**src/rtl/sparse_expander.sv**
```systemverilog
// -----------------------------------------------------------------------------
// sparse_expander
//
// Rebuilds a dense activation stream from a keep mask plus a packed stream of
// surviving values. For every accepted G-bit mask the block emits exactly G
// W-bit elements, bit 0 first. A mask bit of 1 pulls the next packed value,
// and a mask bit of 0 emits a zero. All three interfaces use valid/ready.
//
// Optional build macro: SPARSE_EXPANDER_PIPE_EN
//   When defined, the next mask may be accepted in the same cycle as the last
//   element of the current group loads. This removes the one-cycle inter-group
//   bubble, so mask_ready then also depends on out_ready and val_valid.
//
// Parameters:
//   W - value width in bits
//   G - group size / mask width (power of two, >= 2)
//
// Ports:
//   clk        - clock, rising edge
//   rst_n      - asynchronous active-low reset
//   mask_valid - mask word valid
//   mask_ready - block can accept a mask
//   mask       - keep mask, bit i = 1 means element i comes from val_data
//   val_valid  - packed value valid
//   val_ready  - block consumes the packed value this cycle
//   val_data   - packed nonzero value
//   out_valid  - dense output valid (registered)
//   out_ready  - downstream accepts the output
//   out_data   - dense output value (registered)
//   out_last   - marks element G-1 of a group (registered)
// -----------------------------------------------------------------------------
module sparse_expander #(
  parameter int W = 8,
  parameter int G = 8
) (
  input  logic         clk,
  input  logic         rst_n,
  input  logic         mask_valid,
  output logic         mask_ready,
  input  logic [G-1:0] mask,
  input  logic         val_valid,
  output logic         val_ready,
  input  logic [W-1:0] val_data,
  output logic         out_valid,
  input  logic         out_ready,
  output logic [W-1:0] out_data,
  output logic         out_last
);

  localparam int            IW       = $clog2(G);
  localparam logic [IW-1:0] LAST_IDX = IW'(G - 1);

  typedef enum logic {
    IDLE   = 1'b0,
    EXPAND = 1'b1
  } state_t;

  state_t        state_reg, state_next;
  logic [G-1:0]  mask_q_reg, mask_q_next;
  logic [IW-1:0] idx_reg, idx_next;
  logic          out_valid_reg, out_valid_next;
  logic [W-1:0]  out_data_reg, out_data_next;
  logic          out_last_reg, out_last_next;

  logic load_en;    // output register is empty or being drained
  logic keep_bit;   // mask bit of the element currently being expanded
  logic last_elem;  // current element is the last of the group
  logic elem_load;  // an element loads into the output register this cycle
  logic mask_xfer;

  assign load_en   = !out_valid_reg || out_ready;
  assign keep_bit  = mask_q_reg[idx_reg];
  assign last_elem = (idx_reg == LAST_IDX);

  // val_ready deliberately ignores val_valid so it can never form a loop with
  // a producer whose valid depends on ready.
  assign val_ready = (state_reg == EXPAND) && keep_bit && load_en;

  // A kept element needs its packed value to be present; a zero element
  // only needs room in the output register.
  assign elem_load = (state_reg == EXPAND) && load_en && (!keep_bit || val_valid);

`ifdef SPARSE_EXPANDER_PIPE_EN
  assign mask_ready = (state_reg == IDLE) || (last_elem && elem_load);
`else
  assign mask_ready = (state_reg == IDLE);
`endif

  assign mask_xfer = mask_valid && mask_ready;

  // Next-state and output-register logic
  always_comb begin
    state_next     = state_reg;
    mask_q_next    = mask_q_reg;
    idx_next       = idx_reg;
    out_valid_next = out_valid_reg;
    out_data_next  = out_data_reg;
    out_last_next  = out_last_reg;

    case (state_reg)
      IDLE: begin
        if (mask_xfer) begin
          mask_q_next = mask;
          idx_next    = '0;
          state_next  = EXPAND;
        end
      end

      EXPAND: begin
        if (elem_load) begin
          // G is a power of two, so the increment wraps to 0 after G-1.
          idx_next = idx_reg + 1'b1;
          if (last_elem) begin
            state_next = IDLE;
`ifdef SPARSE_EXPANDER_PIPE_EN
            if (mask_xfer) begin
              mask_q_next = mask;
              idx_next    = '0;
              state_next  = EXPAND;
            end
`endif
          end
        end
      end

      default: begin
        state_next = IDLE;
      end
    endcase

    if (elem_load) begin
      out_valid_next = 1'b1;
      out_data_next  = keep_bit ? val_data : '0;
      out_last_next  = last_elem;
    end else if (out_ready) begin
      out_valid_next = 1'b0;
    end
  end

  always_ff @(posedge clk or negedge rst_n) begin
    if (!rst_n) begin
      state_reg     <= IDLE;
      mask_q_reg    <= '0;
      idx_reg       <= '0;
      out_valid_reg <= 1'b0;
      out_data_reg  <= '0;
      out_last_reg  <= 1'b0;
    end else begin
      state_reg     <= state_next;
      mask_q_reg    <= mask_q_next;
      idx_reg       <= idx_next;
      out_valid_reg <= out_valid_next;
      out_data_reg  <= out_data_next;
      out_last_reg  <= out_last_next;
    end
  end

  assign out_valid = out_valid_reg;
  assign out_data  = out_data_reg;
  assign out_last  = out_last_reg;

endmodule

```
**config.mk**
```make
export PLATFORM = sky130hd
export DESIGN_NAME = sparse_expander
export DESIGN_NICKNAME = d
export VERILOG_FILES = /design/src/rtl/sparse_expander.sv
export SDC_FILE = /design/constraint.sdc
export NUM_CORES = 1
export LEC_CHECK = 0
export CAP_MARGIN = 5
export CORE_MARGIN = 1.5
export CORE_UTILIZATION = 45
export DETAILED_ROUTE_END_ITERATION = 8
export PLACE_DENSITY = 0.78
export SETUP_SLACK_MARGIN = 0.4
export SLEW_MARGIN = 20
export SYNTH_ARGS = -nofsm -noshare
export SYNTH_HDL_FRONTEND = slang
export SYNTH_SLANG_ARGS = --single-unit
```
**constraint.sdc**
```tcl
create_clock -name clk -period 2.1 [get_ports clk]
set_input_delay 0.42 -clock clk [delete_from_list [all_inputs] [get_ports clk]]
set_output_delay 0.42 -clock clk [all_outputs]
set_load 0.02 [all_outputs]
```
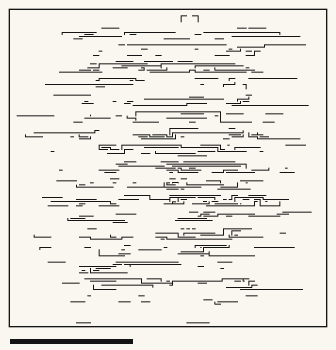
Figure 1: signal wires on met1.
Scale bar: 20 um.
share of all routed wire: 42%
nets with wire on the layer: 139
routed wire length: 2480 um
met1 track utilization from global routing: 24.2%
routed via count: 834

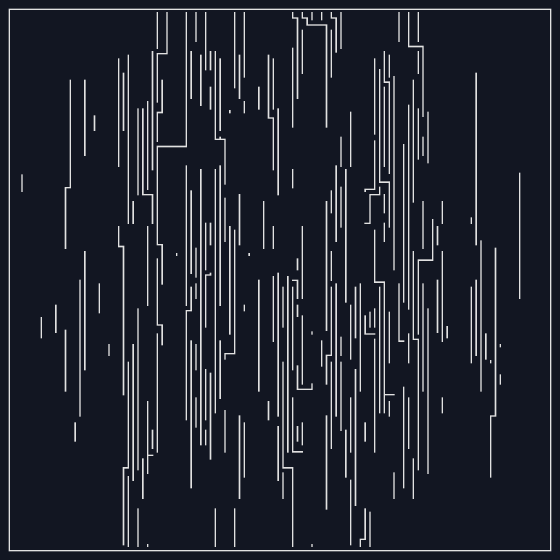
Figure 2: signal wires on met2.
wire length on this layer: 1,320 um
longest straight run: 26.2 um
global routing usage on met2: 36.1%

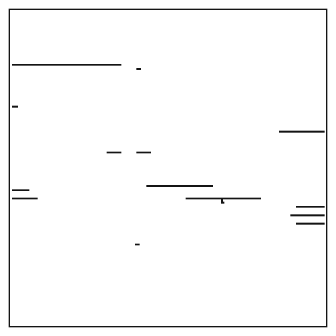
Figure 3: signal wires on met3.
nets with wire on the layer: 11
longest straight run: 17.5 um
wire length on this layer: 73.8 um
met3 Usage GRT: 2.63%

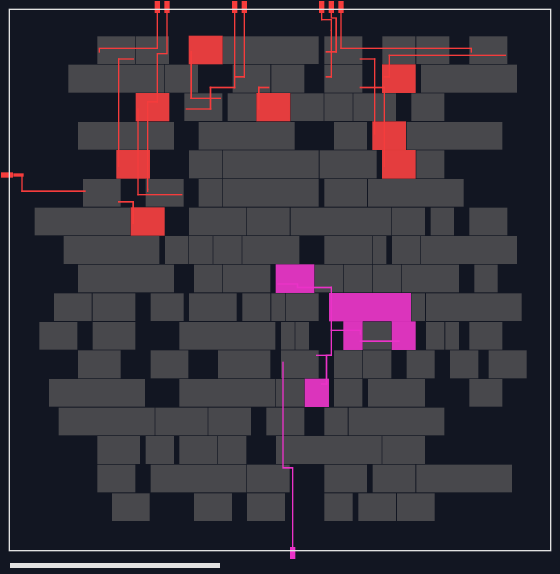
Figure 4: I/O nets highlighted.
Scale bar: 20 um.
| color | port | bits | direction | end cells | buffers | wire |
|---|---|---|---|---|---|---|
| red | val_data | 8 | input | 8 | 8 | 155 um |
| magenta | val_valid | 1 | input | 5 | 1 | 42.1 um |
port bufs: 32
I/O pin cnt: 33

==> report_power, final <==
group	leakage, uW	total (uW)	internal [uW]	switching, uW
registers	0.000271	769	623	146
logic	0.000451	1520	841	677
clock network	0.0000210	246	106	140
total	0.000743	2530	1570	964
==> per-layer routing <==
layer	global-route usage, %	vias up	wire length, um
met2	36.1	16	1320
met3	2.63	5	73
met1	24.2	426	1040
li1	-	387	-
met4	10.5	0	42
met5	0	-	0
==> worst max-delay path by stage <==
| stage | slack (ps) | from | depth (start not counted) | endpoint |
|---|---|---|---|---|
| after global routing | 40 | idx_reg[0] | 4 | val_ready |
| after floorplan | 420 | idx_reg[0] | 6 | idx_reg[2] |
| after global placement | -200 | out_ready | 5 | val_ready |
| after CTS | 120 | idx_reg[0] | 4 | val_ready |
| final | 90 | idx_reg[0] | 4 | val_ready |
| after detailed placement | -210 | out_ready | 5 | val_ready |
==> timing repair <==
action | 4_1_cts | 5_1_grt
hold endpoints to repair | 0 | 0
gates cloned | 1 | 0
setup buffers | 5 | 2
endpoints found under the setup margin | 24 | 14
gates resized | 26 | 1
pin swaps | 3 | 1
hold buffers | 0 | 0
==> per-stage QoR <==
step / total power (uW) / instances / area [um2] / utilization [%]
3_3_place_gp: 2010 / 143 / 1450 / 65.4
5_1_grt: 2670 / 155 / 1570 / 70.8
2_1_floorplan: 1600 / 78 / 1050 / -
4_1_cts: 2460 / 153 / 1550 / 70.0
3_5_place_dp: 2070 / 143 / 1450 / 65.4
6_report: 2530 / 155 / 1570 / 70.8
==> final cells by class <==
class / instances / area share [%]
clock buffer: 4 / 2.32
inverter: 3 / 0.719
multi-input combinational: 49 / 31.0
sequential: 22 / 35.2
tap: 28 / 2.24
timing repair buffer: 49 / 28.5
==> notes.org <==
#+TITLE: Physical design notes

** Global routing
- Vias in the first global route :: 856
- The first global-routing pass estimated 3880 um of wire.
- Global routing used 20.5% of the available tracks.

** Critical path
- Critical path peak fanout :: 5
- The critical path in this run is classified as register to output port.
- For the worst setup path, the data required time is 1680 ps.
- R2r endpoint :: out_last
- The number of cells on the worst reg-to-reg path is 6.
- STA classifies the critical path endpoint as an output port.
- Data arrival time at the worst-slack endpoint :: 1590 ps
- In this design, the largest share of critical-path delay is due to flip-flops.

** Final timing
- The final report lists the setup-violating endpoint count as 0.
- For the final routed database, the setup TNS stands at 0 ps.
- Setup repair after global routing missed its margin :: true
- Clock period minus final worst setup slack :: 2010 ps
- Endpoints failing hold in the final report were tallied at 0.
- Final Worst Setup Slack :: 90.0 ps

** Clock network
- Looking at the clock tree report, the H-tree level count equals 1.
- CTS clock-pin slew for the worst setup and hold paths :: 130 ps
- TritonCTS built the clock tree.

** Layout
- For this run, the script counts the antenna cells in the layout as 0.
- For this run, the post-layout net count is 151.
- Dominant logic cell type in the layout :: dfrtp_1

** Floorplanning
- Overall die width :: 51.4 um
- Pre-Place Util :: 47.7%
- The floorplan has 17 rows.

** Routing
- Drt first pass iters :: 4
- The routed design shows a wire length per standard cell of 16.0 um.
- Via count normalized by instance count :: 5.38
- The script parses the final routing iteration and logs DRC violations as 0.

** Logic synthesis
- Synth Seq Share :: 52.2%
- Post-synthesis share of cell area spent on and, or, nand and nor gates :: 8.54%
- Synth area leaders :: dfrtp_1 (52%), mux2_2 (11%), a22o_1 (7.5%)
- After Yosys synthesis, XOR and XNOR cells account for 0% of the synthesized area.
- The cell-mix breakdown from Yosys lists the compound-gate area share as 16.5%.
- Top-area cell share :: 52.2%
- The synthesized netlist has a Yosys-reported chip area of 0.00105 mm2.
- Per the post-synthesis report, the nets total 101.
- For reference, the post-synthesis area per instance comes to 13.5 um2.
- By count the netlist is led by dfrtp_1 (22), mux2_2 (10), a22o_1 (9).
- Before any placement, the netlist area is recorded as 0.00105 mm2.
- Yosys warnings :: 0
- Most used flip-flop cell :: dfrtp_1
- Counting flops with an async set or reset pin after synthesis yields a share of 100%.
- Counting flops with a built-in enable in the synthesized netlist gives 0.
- Number of storage elements in the synthesis netlist :: 22
- Synthesis handed over a netlist of 78 instances.

** Power and ir drop
- Power spread over the standard cell area amounts to 1620 mW/mm2.
- Worst IR drop on VDD :: 908 uV

** Status
- Run status :: completed

** Placed design
- Worst slack at placement :: -207 ps
Power is estimated from default activity; no workload was simulated.
